--- config.mk ---
export PLATFORM = sky130hd
export DESIGN_NAME = ov7670_timing_gen
export DESIGN_NICKNAME = d
export VERILOG_FILES = /design/src/rtl/ov7670_timing_gen.sv
export SDC_FILE = /design/constraint.sdc
export NUM_CORES = 1
export LEC_CHECK = 0
export ABC_CLOCK_PERIOD_IN_PS = 10000
export CELL_PAD_IN_SITES_DETAIL_PLACEMENT = 0
export CELL_PAD_IN_SITES_GLOBAL_PLACEMENT = 1
export CORE_UTILIZATION = 34
export CTS_CLUSTER_DIAMETER = 150
export CTS_CLUSTER_SIZE = 12
export DETAILED_ROUTE_END_ITERATION = 10
export PLACE_DENSITY = 0.7
export SYNTH_ARGS = -nofsm -noshare
export SYNTH_HDL_FRONTEND = slang
export SYNTH_SLANG_ARGS = --single-unit
--- constraint.sdc ---
create_clock -name xclk -period 10 [get_ports xclk]
set_input_delay 1.5 -clock xclk [delete_from_list [all_inputs] [get_ports xclk]]
set_output_delay 1.5 -clock xclk [all_outputs]
set_load 0.005 [all_outputs]
--- src/rtl/ov7670_timing_gen.sv ---
// OV7670-style camera source: derives p_clock from xclk and emits vsync,
// href and 8-bit pixel bytes for configurable test patterns and formats.
module ov7670_timing_gen #(
    parameter int unsigned H_ACTIVE = 640,
    parameter int unsigned V_ACTIVE = 480,
    parameter int unsigned H_BLANK  = 144,
    parameter int unsigned V_FRONT  = 10,
    parameter int unsigned V_SYNC   = 3,
    parameter int unsigned V_BACK   = 17,
    parameter int unsigned PCLK_DIV = 2,
    parameter int unsigned TRUNC_W  = 10
) (
    input  logic               xclk,
    input  logic               reset,
    input  logic               enable,
    input  logic [1:0]         mode,
    input  logic               fmt,
    input  logic [15:0]        const_pix,
    input  logic               trunc_en,
    input  logic [TRUNC_W-1:0] trunc_cnt,
    output logic               p_clock,
    output logic               vsync,
    output logic               href,
    output logic [7:0]         p_data,
    output logic [15:0]        frame_cnt,
    output logic               frame_done,
    output logic               busy
);

    localparam int unsigned LINE_P  = 2 * H_ACTIVE + H_BLANK;
    localparam int unsigned FRONT_P = V_FRONT * LINE_P;
    localparam int unsigned SYNC_P  = V_SYNC * LINE_P;
    localparam int unsigned BACK_P  = V_BACK * LINE_P;
    localparam int unsigned ACT_P   = 2 * H_ACTIVE;
    localparam int unsigned M1      = (FRONT_P > SYNC_P) ? FRONT_P : SYNC_P;
    localparam int unsigned M2      = (M1 > BACK_P) ? M1 : BACK_P;
    localparam int unsigned M3      = (M2 > ACT_P) ? M2 : ACT_P;
    localparam int unsigned MAX_P   = (M3 > H_BLANK) ? M3 : H_BLANK;
    localparam int unsigned CNT_W   = $clog2(MAX_P + 1);
    localparam int unsigned LINE_W  = $clog2(V_ACTIVE + 1);
    localparam int unsigned DIV_W   = $clog2(PCLK_DIV);
    localparam int unsigned BAR_W   = H_ACTIVE / 8;

    localparam logic [2:0] S_IDLE   = 3'd0;
    localparam logic [2:0] S_FRONT  = 3'd1;
    localparam logic [2:0] S_SYNC   = 3'd2;
    localparam logic [2:0] S_BACK   = 3'd3;
    localparam logic [2:0] S_ACTIVE = 3'd4;
    localparam logic [2:0] S_HBLANK = 3'd5;

    logic [DIV_W-1:0]   r_div;
    logic [2:0]         r_state;
    logic [CNT_W-1:0]   r_cnt;
    logic [LINE_W-1:0]  r_line;
    logic [1:0]         r_mode;
    logic               r_fmt;
    logic [15:0]        r_const_pix;
    logic               r_trunc_en;
    logic [TRUNC_W-1:0] r_trunc_cnt;

    logic               w_tick;
    logic [2:0]         w_state_nxt;
    logic [CNT_W-1:0]   w_cnt_nxt;
    logic [LINE_W-1:0]  w_line_nxt;
    logic               w_frame_end;
    logic               w_latch;
    logic [15:0]        w_x;
    logic [7:0]         w_y;
    logic [2:0]         w_bar;
    logic [15:0]        w_pix;
    logic [7:0]         w_byte;
    logic               w_trunc;

    assign w_tick = (r_div == DIV_W'(PCLK_DIV - 1));

    // Free-running pixel-clock divider: p_clock falls on the tick, rises half a period later
    always_ff @(posedge xclk or posedge reset) begin
        if (reset) begin
            r_div   <= '0;
            p_clock <= 1'b0;
        end else if (w_tick) begin
            r_div   <= '0;
            p_clock <= 1'b0;
        end else begin
            r_div <= r_div + DIV_W'(1);
            if (r_div == DIV_W'(PCLK_DIV / 2 - 1)) begin
                p_clock <= 1'b1;
            end
        end
    end

    // Frame position register, advanced once per pclk period
    always_ff @(posedge xclk or posedge reset) begin
        if (reset) begin
            r_state <= S_IDLE;
            r_cnt   <= '0;
            r_line  <= '0;
        end else if (w_tick) begin
            r_state <= w_state_nxt;
            r_cnt   <= w_cnt_nxt;
            r_line  <= w_line_nxt;
        end
    end

    // Next frame position; the frame always runs to completion once started
    always_comb begin
        w_state_nxt = r_state;
        w_cnt_nxt   = r_cnt + CNT_W'(1);
        w_line_nxt  = r_line;
        w_frame_end = 1'b0;
        w_latch     = 1'b0;
        case (r_state)
            S_IDLE: begin
                w_cnt_nxt = '0;
                if (enable) begin
                    w_state_nxt = S_FRONT;
                    w_latch     = 1'b1;
                end
            end
            S_FRONT: begin
                if (r_cnt == CNT_W'(FRONT_P - 1)) begin
                    w_state_nxt = S_SYNC;
                    w_cnt_nxt   = '0;
                end
            end
            S_SYNC: begin
                if (r_cnt == CNT_W'(SYNC_P - 1)) begin
                    w_state_nxt = S_BACK;
                    w_cnt_nxt   = '0;
                end
            end
            S_BACK: begin
                if (r_cnt == CNT_W'(BACK_P - 1)) begin
                    w_state_nxt = S_ACTIVE;
                    w_cnt_nxt   = '0;
                    w_line_nxt  = '0;
                end
            end
            S_ACTIVE: begin
                if (r_cnt == CNT_W'(ACT_P - 1)) begin
                    w_state_nxt = S_HBLANK;
                    w_cnt_nxt   = '0;
                end
            end
            S_HBLANK: begin
                if (r_cnt == CNT_W'(H_BLANK - 1)) begin
                    w_cnt_nxt = '0;
                    if (r_line == LINE_W'(V_ACTIVE - 1)) begin
                        w_frame_end = 1'b1;
                        w_line_nxt  = '0;
                        if (enable) begin
                            w_state_nxt = S_FRONT;
                            w_latch     = 1'b1;
                        end else begin
                            w_state_nxt = S_IDLE;
                        end
                    end else begin
                        w_state_nxt = S_ACTIVE;
                        w_line_nxt  = r_line + LINE_W'(1);
                    end
                end
            end
            default: begin
                w_state_nxt = S_IDLE;
                w_cnt_nxt   = '0;
            end
        endcase
    end

    // Pattern pixel and byte for the upcoming pclk period
    always_comb begin
        w_x   = 16'(w_cnt_nxt >> 1);
        w_y   = 8'(w_line_nxt);
        w_bar = 3'(32'(w_x) / BAR_W);
        w_pix = 16'h0000;
        case (r_mode)
            2'd0: begin
                case (w_bar)
                    3'd0:    w_pix = 16'hFFFF;
                    3'd1:    w_pix = 16'hFFE0;
                    3'd2:    w_pix = 16'h07FF;
                    3'd3:    w_pix = 16'h07E0;
                    3'd4:    w_pix = 16'hF81F;
                    3'd5:    w_pix = 16'hF800;
                    3'd6:    w_pix = 16'h001F;
                    default: w_pix = 16'h0000;
                endcase
            end
            2'd1:    w_pix = {w_x[4:0], w_x[5:0], w_x[4:0]};
            2'd2:    w_pix = r_const_pix;
            default: w_pix = {frame_cnt[7:0], w_y};
        endcase
        if (r_fmt) begin
            w_byte = w_cnt_nxt[0] ? {w_pix[10:7], w_pix[4:1]} : {4'h0, w_pix[15:12]};
        end else begin
            w_byte = w_cnt_nxt[0] ? w_pix[7:0] : w_pix[15:8];
        end
        w_trunc = r_trunc_en && (w_line_nxt == LINE_W'(V_ACTIVE - 1)) &&
                  ((32'(w_x) + 32'(r_trunc_cnt)) >= 32'(H_ACTIVE));
    end

    // Per-frame configuration captured on entry to the front porch
    always_ff @(posedge xclk or posedge reset) begin
        if (reset) begin
            r_mode      <= '0;
            r_fmt       <= 1'b0;
            r_const_pix <= '0;
            r_trunc_en  <= 1'b0;
            r_trunc_cnt <= '0;
        end else if (w_tick && w_latch) begin
            r_mode      <= mode;
            r_fmt       <= fmt;
            r_const_pix <= const_pix;
            r_trunc_en  <= trunc_en;
            r_trunc_cnt <= trunc_cnt;
        end
    end

    // Registered video outputs, frame counter and end-of-frame strobe
    always_ff @(posedge xclk or posedge reset) begin
        if (reset) begin
            vsync      <= 1'b0;
            href       <= 1'b0;
            p_data     <= 8'h00;
            frame_cnt  <= 16'h0000;
            frame_done <= 1'b0;
            busy       <= 1'b0;
        end else begin
            frame_done <= 1'b0;
            if (w_tick) begin
                vsync      <= (w_state_nxt == S_SYNC);
                href       <= (w_state_nxt == S_ACTIVE) && !w_trunc;
                p_data     <= (w_state_nxt == S_ACTIVE) ? w_byte : 8'h00;
                busy       <= (w_state_nxt != S_IDLE);
                frame_done <= w_frame_end;
                if (w_frame_end) begin
                    frame_cnt <= frame_cnt + 16'd1;
                end
            end
        end
    end

endmodule

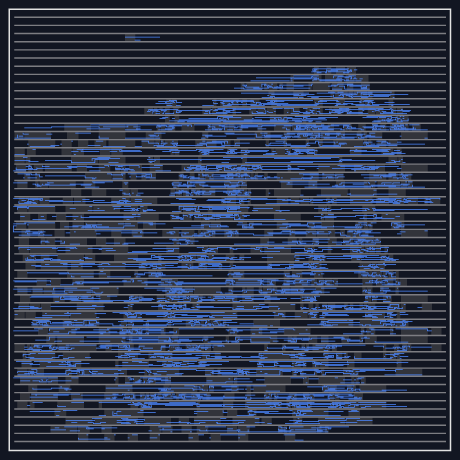
(run_1/m1.png)
(3 px per um) Supply wires on this layer in grey. Cells faint in the background.
longest straight run: 40.5 um
wire length on this layer: 10100 um

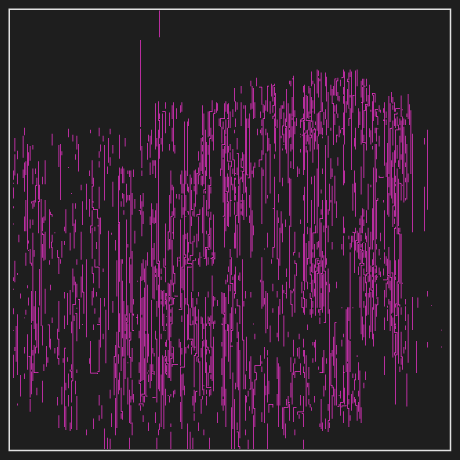
(run_1/m2.png)
(3 px per um)
main direction: vertical
nets with wire on the layer: 739
share of all routed wire: 44%
longest straight run: 44.4 um

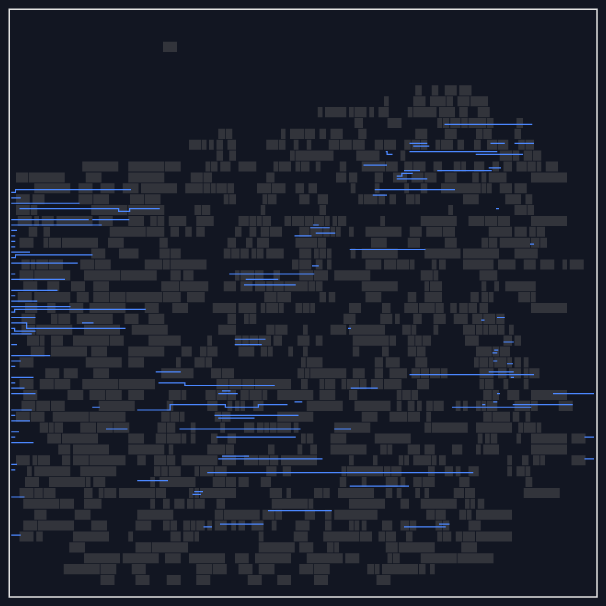
(run_1/m3.png)
(4 px per um) Cells faint in the background.
longest straight run: 66.2 um
share of all routed wire: 5.0%

==> summary.rpt, run 1 <==
==== FLOW RESULTS ====
----------------------------------------------------
[Run status]
  Outcome ........................ finished clean

[Die]
  Die Y ........................ 147 um
  Die Footprint ........................ 21500 um2

[Layout]
  Multi-input gate area in the final layout ........................ 4650 um2
  Most common cell after layout, fill and taps aside ........................ sky130_fd_sc_hd__dfrtp_1
  Flop share of the area ........................ 26.2%
  Number of fillers in the final layout ........................ 2030
  Final net count ........................ 893
  Fraction of area in clock buffers and inverters ........................ 3.83%
  Number of flip-flops and latches ........................ 86
  Nonclk inv count ........................ 19

[Worst setup path]
  Depth of the critical timing path with buffers and inverters included ........................ 24
  Crit path launch type ........................ flop
  Register-to-register path setup slack ........................ 1800 ps
  Maximum net fanout on the critical path ........................ 24
  Worst setup path startpoint ........................ r_cnt[10]
  Worst EP required ........................ 10270 ps
  Critical Path End Type ........................ flop

[Pwr]
  Design internal power ........................ 563 uW
  Seq pwr share ........................ 47.9%
  Worst IR drop on VDD ........................ 83.1 uV
  Sw Share ........................ 22.4%
  Leak ........................ 0.00346 uW

[Logic synthesis]
  Syn_nets ........................ 863
  Commonest register cell after synthesis ........................ sky130_fd_sc_hd__dfrtp_1
  Area share of and-or/or-and cells after synthesis ........................ 24.0%
  Average cell area after synthesis ........................ 8.72 um2
  Post-synthesis instance area ........................ 7110 um2
  Total cell area reported by yosys after synthesis ........................ 7110 um2

[Placed design]
  Pre-CTS setup slack ........................ 1910 ps

[Timing]
  Unrepaired setup endpoints after global routing ........................ false
  Worst Tran Pin Value ........................ 943 ps
  Post-Route Hold Slack ........................ 479 ps

[Clock tree]
  CTS Buffer Depth ........................ 2
  Post-cts hold buffer count ........................ 0
  Total of cells resized after clock tree synthesis ........................ 0
  Root Driver ........................ sky130_fd_sc_hd__clkbuf_16
  Number of buffers created by CTS ........................ 9
  Worst-path clk slew ........................ 70 ps

[Routing]
  Wire per inst ........................ 18.3 um
  Count of unresolved DRC violations after routing ........................ 0
  Detailed router's first-iteration violation count ........................ 409
  Via count normalized by instance count ........................ 5.72
  Post-Route M1 WL ........................ 10.1 mm

[Min path]
  Hold Path Depth ........................ 1
  Hold wc startpoint ........................ frame_cnt[15]

[Global route]
  Largest net degree at the start of global routing ........................ 61

----------------------------------------------------
==> inputs of run 2 (changes only) <==
--- a/config.mk
+++ b/config.mk
@@ -5,14 +5,14 @@
 export SDC_FILE = /design/constraint.sdc
 export NUM_CORES = 1
 export LEC_CHECK = 0
-export ABC_CLOCK_PERIOD_IN_PS = 10000
+export ABC_CLOCK_PERIOD_IN_PS = 6670
 export CELL_PAD_IN_SITES_DETAIL_PLACEMENT = 0
 export CELL_PAD_IN_SITES_GLOBAL_PLACEMENT = 1
 export CORE_UTILIZATION = 34
 export CTS_CLUSTER_DIAMETER = 150
 export CTS_CLUSTER_SIZE = 12
 export DETAILED_ROUTE_END_ITERATION = 10
-export PLACE_DENSITY = 0.7
+export PLACE_DENSITY = 0.73
 export SYNTH_ARGS = -nofsm -noshare
 export SYNTH_HDL_FRONTEND = slang
 export SYNTH_SLANG_ARGS = --single-unit
==> constraint.sdc (replaced) <==
create_clock -name xclk -period 6.67 [get_ports xclk]
set_input_delay 1.0005 -clock xclk [delete_from_list [all_inputs] [get_ports xclk]]
set_output_delay 1.0005 -clock xclk [all_outputs]
set_load 0.005 [all_outputs]
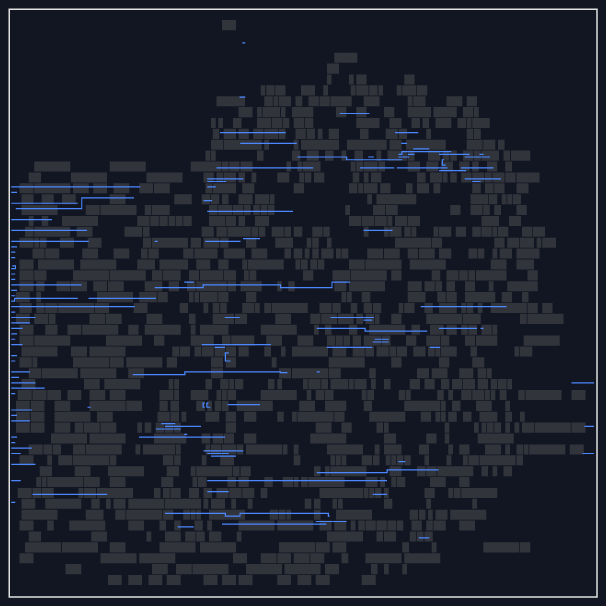
(run_2/m3.png)
(4 px per um) Cells faint in the background.
nets with wire on the layer: 97
main direction: horizontal

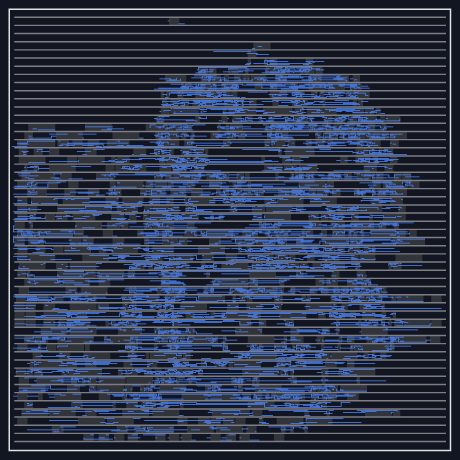
(run_2/m1.png)
(3 px per um) Supply wires on this layer in grey. Cells faint in the background.
total number of vias: 6789
final wirelength: 21.4 mm
met1 track utilization from global routing: 27.7%

==> run 2 against run 1 <==
  * Global-route usage increased by 0.44 points
  * Critical path type unchanged
  * Clock skew about the same
  * Largest cell class unchanged
  * Final cell count increased by 5.1%
  * Fmax increased by 26%
  * Combinational power increased by 52%
  * Sequential share of layout area decreased by 2.0 points
  * Synthesized cell count unchanged
==> summary.rpt, run 2 <==
==== FLOW RESULTS ====
----------------------------------------------------
[Run status]
  Outcome ........................ finished clean

[Layout]
  Fraction of area in clock buffers and inverters ........................ 3.51%
  Final net count ........................ 950
  Number of flip-flops and latches ........................ 86
  Multi-input gate area in the final layout ........................ 4890 um2
  Nonclk inv count ........................ 19

[Logic synthesis]
  Syn_nets ........................ 863
  Post-synthesis instance area ........................ 7110 um2
  Area share of and-or/or-and cells after synthesis ........................ 24.0%

[Clock tree]
  Total of cells resized after clock tree synthesis ........................ 1
  CTS Buffer Depth ........................ 2
  Post-cts hold buffer count ........................ 0
  Number of buffers created by CTS ........................ 9
  Root Driver ........................ sky130_fd_sc_hd__clkbuf_16
  Worst-path clk slew ........................ 70 ps

[Worst setup path]
  Register-to-register path setup slack ........................ 190 ps
  Worst EP required ........................ 6890 ps
  Crit path launch type ........................ flop
  Critical Path End Type ........................ flop
  Maximum net fanout on the critical path ........................ 9
  Depth of the critical timing path with buffers and inverters included ........................ 28
  Worst setup path startpoint ........................ r_cnt[6]

[Min path]
  Hold Path Depth ........................ 1

[Routing]
  Post-Route M1 WL ........................ 10.2 mm
  Detailed router's first-iteration violation count ........................ 520
  Wire per inst ........................ 18.2 um

[Pwr]
  Sw Share ........................ 23.6%
  Leak ........................ 0.00378 uW
  Design internal power ........................ 838 uW
  Worst IR drop on VDD ........................ 98.5 uV
  Seq pwr share ........................ 47.5%

[Timing]
  Post-Route Hold Slack ........................ 480 ps

[Global route]
  Largest net degree at the start of global routing ........................ 47

[Placed design]
  Pre-CTS setup slack ........................ -1.18 ps

[Die]
  Die Y ........................ 147 um
  Die Footprint ........................ 21500 um2

----------------------------------------------------
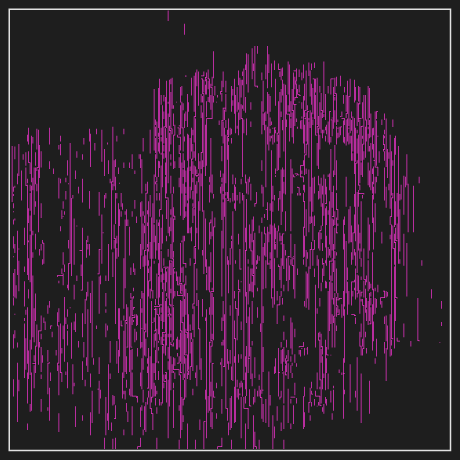
(run_2/m2.png)
(3 px per um)
met2 usage in global routing: 32.0%

Power is estimated from default activity; no workload was simulated.
